==> src/rtl/spi_memory_fsm.sv <==
// SPI-slave control FSM for the lab SPI memory: decodes a 7-bit address plus R/W
// command from conditioned SPI signals and reads/writes one byte of internal memory.
module spi_memory_fsm #(
    parameter int ADDR_WIDTH = 7,
    parameter int DATA_WIDTH = 8
) (
    input  logic       clk,
    input  logic       rst_n,
    input  logic       cs_cond,
    input  logic       sclk_posedge,
    input  logic       sclk_negedge,
    input  logic       mosi_cond,
    output logic       miso_out,
    output logic       miso_en,
    output logic [2:0] state
);

    localparam logic [2:0] S_IDLE         = 3'd0;
    localparam logic [2:0] S_GET_ADDR     = 3'd1;
    localparam logic [2:0] S_READ_LOAD    = 3'd2;
    localparam logic [2:0] S_READ_SHIFT   = 3'd3;
    localparam logic [2:0] S_WRITE_SHIFT  = 3'd4;
    localparam logic [2:0] S_WRITE_COMMIT = 3'd5;
    localparam logic [2:0] S_DONE         = 3'd6;

    localparam logic [3:0] CMD_LAST  = 4'(ADDR_WIDTH);
    localparam logic [3:0] DATA_LAST = 4'(DATA_WIDTH - 1);
    localparam logic [3:0] CNT_MAX   = 4'(DATA_WIDTH);

    logic [2:0]            state_q, state_d;
    logic [ADDR_WIDTH-1:0] cmd_sr_q, cmd_sr_d;
    logic [ADDR_WIDTH-1:0] addr_q, addr_d;
    logic [3:0]            rx_cnt_q, rx_cnt_d;
    logic [3:0]            tx_cnt_q, tx_cnt_d;
    logic [DATA_WIDTH-1:0] shift_q, shift_d;
    logic                  miso_q, miso_d;
    logic                  miso_en_q, miso_en_d;

    logic [DATA_WIDTH-1:0] mem [0:(1<<ADDR_WIDTH)-1];
    logic [DATA_WIDTH-1:0] rd_data;
    logic                  mem_we;
    logic                  pos;
    logic                  neg;

    function automatic logic [3:0] sat_inc(input logic [3:0] c);
        return (c >= CNT_MAX) ? CNT_MAX : c + 4'd1;
    endfunction

    // A negedge coinciding with a posedge is dropped; the posedge wins.
    assign pos     = sclk_posedge;
    assign neg     = sclk_negedge & ~sclk_posedge;
    assign rd_data = mem[addr_q];

    always_comb begin
        state_d   = state_q;
        cmd_sr_d  = cmd_sr_q;
        addr_d    = addr_q;
        rx_cnt_d  = rx_cnt_q;
        tx_cnt_d  = tx_cnt_q;
        shift_d   = shift_q;
        miso_d    = miso_q;
        miso_en_d = miso_en_q;
        mem_we    = 1'b0;

        case (state_q)
            S_IDLE: begin
                cmd_sr_d  = '0;
                rx_cnt_d  = '0;
                tx_cnt_d  = '0;
                miso_d    = 1'b0;
                miso_en_d = 1'b0;
                if (!cs_cond) state_d = S_GET_ADDR;
            end

            S_GET_ADDR: begin
                if (cs_cond) begin
                    state_d   = S_IDLE;
                    miso_en_d = 1'b0;
                    miso_d    = 1'b0;
                end else if (pos) begin
                    rx_cnt_d = sat_inc(rx_cnt_q);
                    // The eighth bit is R/W and is taken straight from MOSI.
                    if (rx_cnt_q == CMD_LAST) begin
                        addr_d   = cmd_sr_q;
                        rx_cnt_d = '0;
                        state_d  = mosi_cond ? S_READ_LOAD : S_WRITE_SHIFT;
                    end else begin
                        cmd_sr_d = {cmd_sr_q[ADDR_WIDTH-2:0], mosi_cond};
                    end
                end
            end

            S_READ_LOAD: begin
                if (cs_cond) begin
                    state_d   = S_IDLE;
                    miso_en_d = 1'b0;
                    miso_d    = 1'b0;
                end else begin
                    miso_d    = rd_data[DATA_WIDTH-1];
                    shift_d   = rd_data << 1;
                    tx_cnt_d  = 4'd1;
                    miso_en_d = 1'b1;
                    state_d   = S_READ_SHIFT;
                end
            end

            S_READ_SHIFT: begin
                if (cs_cond) begin
                    state_d   = S_IDLE;
                    miso_en_d = 1'b0;
                    miso_d    = 1'b0;
                end else if (pos) begin
                    rx_cnt_d = sat_inc(rx_cnt_q);
                    if (rx_cnt_q == DATA_LAST) begin
                        state_d   = S_DONE;
                        miso_en_d = 1'b0;
                        miso_d    = 1'b0;
                    end
                end else if (neg && (tx_cnt_q < CNT_MAX)) begin
                    miso_d   = shift_q[DATA_WIDTH-1];
                    shift_d  = shift_q << 1;
                    tx_cnt_d = sat_inc(tx_cnt_q);
                end
            end

            S_WRITE_SHIFT: begin
                // CS high wins even over the final data bit, so no partial write lands.
                if (cs_cond) begin
                    state_d   = S_IDLE;
                    miso_en_d = 1'b0;
                    miso_d    = 1'b0;
                end else if (pos) begin
                    shift_d  = {shift_q[DATA_WIDTH-2:0], mosi_cond};
                    rx_cnt_d = sat_inc(rx_cnt_q);
                    if (rx_cnt_q == DATA_LAST) state_d = S_WRITE_COMMIT;
                end
            end

            S_WRITE_COMMIT: begin
                mem_we   = 1'b1;
                rx_cnt_d = '0;
                state_d  = S_DONE;
            end

            S_DONE: begin
                if (cs_cond) state_d = S_IDLE;
            end

            default: begin
                state_d   = S_IDLE;
                miso_en_d = 1'b0;
                miso_d    = 1'b0;
            end
        endcase
    end

    always_ff @(posedge clk or negedge rst_n) begin
        if (!rst_n) begin
            state_q   <= S_IDLE;
            cmd_sr_q  <= '0;
            addr_q    <= '0;
            rx_cnt_q  <= '0;
            tx_cnt_q  <= '0;
            shift_q   <= '0;
            miso_q    <= 1'b0;
            miso_en_q <= 1'b0;
        end else begin
            state_q   <= state_d;
            cmd_sr_q  <= cmd_sr_d;
            addr_q    <= addr_d;
            rx_cnt_q  <= rx_cnt_d;
            tx_cnt_q  <= tx_cnt_d;
            shift_q   <= shift_d;
            miso_q    <= miso_d;
            miso_en_q <= miso_en_d;
        end
    end

    // Memory array is deliberately outside the reset domain.
    always_ff @(posedge clk) begin
        if (mem_we) mem[addr_q] <= shift_q;
    end

    assign miso_out = miso_q;
    assign miso_en  = miso_en_q;
    assign state    = state_q;

endmodule

==> config.mk <==
export PLATFORM = sky130hd
export DESIGN_NAME = spi_memory_fsm
export DESIGN_NICKNAME = d
export VERILOG_FILES = /design/src/rtl/spi_memory_fsm.sv
export SDC_FILE = /design/constraint.sdc
export NUM_CORES = 1
export LEC_CHECK = 0
export CORE_ASPECT_RATIO = 1.25
export CORE_MARGIN = 1.5
export CORE_UTILIZATION = 50
export DETAILED_ROUTE_END_ITERATION = 6
export PLACE_DENSITY = 0.65
export SLEW_MARGIN = 30
export SYNTH_ARGS = -nofsm -noshare
export SYNTH_HDL_FRONTEND = slang
export SYNTH_SLANG_ARGS = --single-unit
==> constraint.sdc <==
create_clock -name clk -period 7.12 [get_ports clk]
set_clock_uncertainty 0.15 [all_clocks]
set_input_delay 1.424 -clock clk [delete_from_list [all_inputs] [get_ports clk]]
set_output_delay 1.424 -clock clk [all_outputs]
set_load 0.005 [all_outputs]
==> reports/metrics.csv <==
stage;metric;value;unit
grt;grt_pass1_wl;169.6;mm
critical_path;cp.arrival;4.81;ns
synth;postSynthNetCount;2374;
placement;pre_cts_ws;2.824;ns
critical_path;max_stage_delay;0.76;ns
synth;yosysChipArea;41740;um^2
critical_path;critPathKind;reg2reg;
clock_tree;root_buffer;clkbuf_16;
clock_tree;path_clk_slew;0.06;ns
finish;design_area;46030;um^2
critical_path;r2r_cells;10;
sta;holdWs;0.3826;ns
sta;setup_viol;0;
sta;worst_slew_pin_slew;1.084;ns
synth;yosysTopAreaCell;edfxtp_1;
critical_path;cp.required;7.57;ns
clock_tree;cts_setup_buffers;0;
power;pwr_density_cell;310.3;nW/um^2
status;status;finished, violations left;
grt;grt-ovfl-total;0;
detailed_routing;top_layer;met5;
synth;enable_flop_cells;1024;
critical_path;r2r_end;shift_q[6];
critical_path;path_buffers;3;
power;fin_total_pwr;14.28;mW
synth;synthTopCellsByArea;edfxtp_1, mux4_2, a221oi_1;
worst_hold_path;hold_path.startpoint;cmd_sr_q[1];
finish;top_regs;mem x1024, shift_q x8;
detailed_routing;antenna_left;0;
detailed_routing;post_drt_wl_per_cell;33.21;um
synth;yosysTopAreaCellShare;0.7366;
detailed_routing;drc;3;
clock_tree;hold_buffers;0;
status;violations;DRC;
critical_path;rr_startpoint;addr_q[0];
finish;regMostFlops;mem;
synth;top_cells_by_count;edfxtp_1, nor2_1, a221oi_1;
worst_hold_path;min_path_cells;1;
detailed_routing;m1WireLength;42.54;mm
critical_path;path_cells;buf_4, buf_4, nor2b_2, buf_4, a22oi_1, o221ai_1, a21oi_1, o311ai_1, nand3_1, a21oi_1;
critical_path;cpMostUsedCell;buf_4;
grt;grtUsageTotal;0.2781;
clock_tree;htreeDepth;3;
synth;ys_cells;2364;
synth;syn-cell-area;41740;um^2
critical_path;crit_end;shift_q[6];
finish;layout.nets;2385;
sta;rsz0062_at_grt;no;
power;seqPwrFrac;0.548;
critical_path;startpoint_type;register;
grt;grt_max_degree;105;
synth;synthArstFlopShare;0.03305;
power;swShare;0.2499;
placement;port-buffer-count;10;
die;dieHeight;326.0;um
sta;finalMaxSlewViolations;0;
grt;grt_pass1_vias;23817;
die;chip_area;85240;um^2
power;peakVddDrop;0.2151;mV
synth;syn_inst;2364;
-- power groups by stage --
stage,clock (mW),combinational [mW],sequential [mW]
after detailed placement,0,1.21,7.96
after global placement,0,1.17,7.95
after floorplan,0,0.487,8.01
final,5.21,1.24,7.83
after global routing,5.45,1.29,7.85
after CTS,5.23,1.21,7.83
-- kinds of logic after synthesis --
kind of cell | count (synthesis) | share of synthesized area
adders and majority gates | 4 | 0.001199
buffers and inverters | 173 | 0.02359
AOI/OAI and AO/OA | 476 | 0.08566
muxes | 232 | 0.08866
DFF | 1059 | 0.7576
and+or+nand+nor | 420 | 0.04328
-- layout make-up --
cell class	count	area (um^2)
fillers	6212	36800
flip-flops and latches	1059	31670
multi-input cells	1132	9190
clock buffers	125	2670
well taps	1080	1351
repair buffers	70	625.6
clock inverters	55	469.2
inverters	15	56.30
==> images/met2.png <==
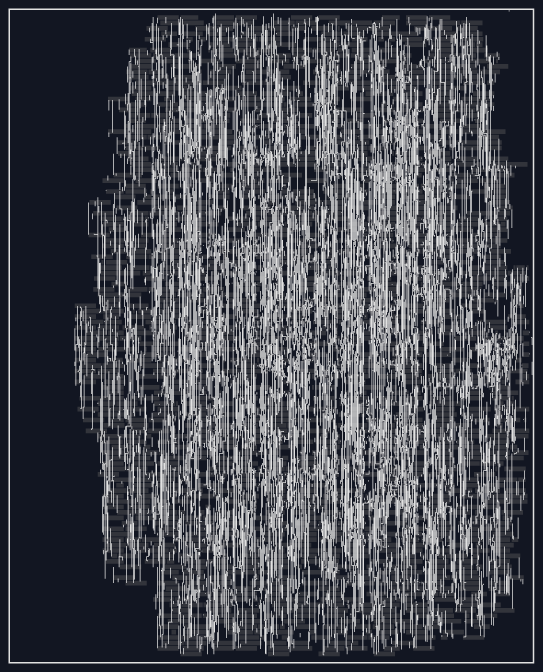
The layer carries 55.7 mm of wire. The layer holds 47% of the routed length.
vias: 23766
met2 Use GR: 0.4373
final wirelength: 117.4 mm

==> images/cell_classes.png <==
Bar = 100 um.
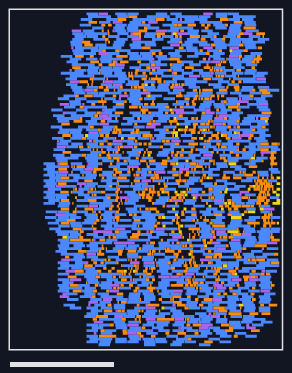
Orange stands for all other logic, cells 1147, share of their area 21%. Blue stands for flip-flops, cells 1059, share of their area 71%. Yellow stands for other buffers and delay cells, cells 70, share of their area 1.4%. Purple stands for clock drivers and dummy loads, cells 180, share of their area 7.0%.
row count: 118
Layout Utilization: 0.5557
core box area: 82830 um^2
flop share of the area: 0.6880

==> images/final_placement.png <==
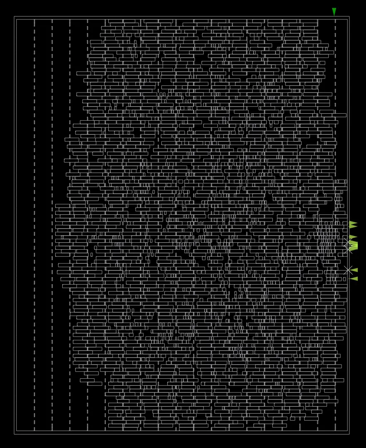
Fillers: 6212
Flops: 1059

==> images/clock_map.png <==
Bar = 100 um.
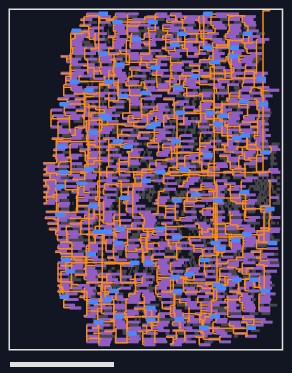
Blue stands for cells driving clock nets, count 97. Orange stands for clock wires, length 11500 um. Purple stands for flip-flops, count 1059.
There are 98 routed clock nets.
clock network power: 5.21 mW
clk_lat worst skew: 0.68 ns

Power figures rest on the tool's default switching activity, not on a simulated workload.
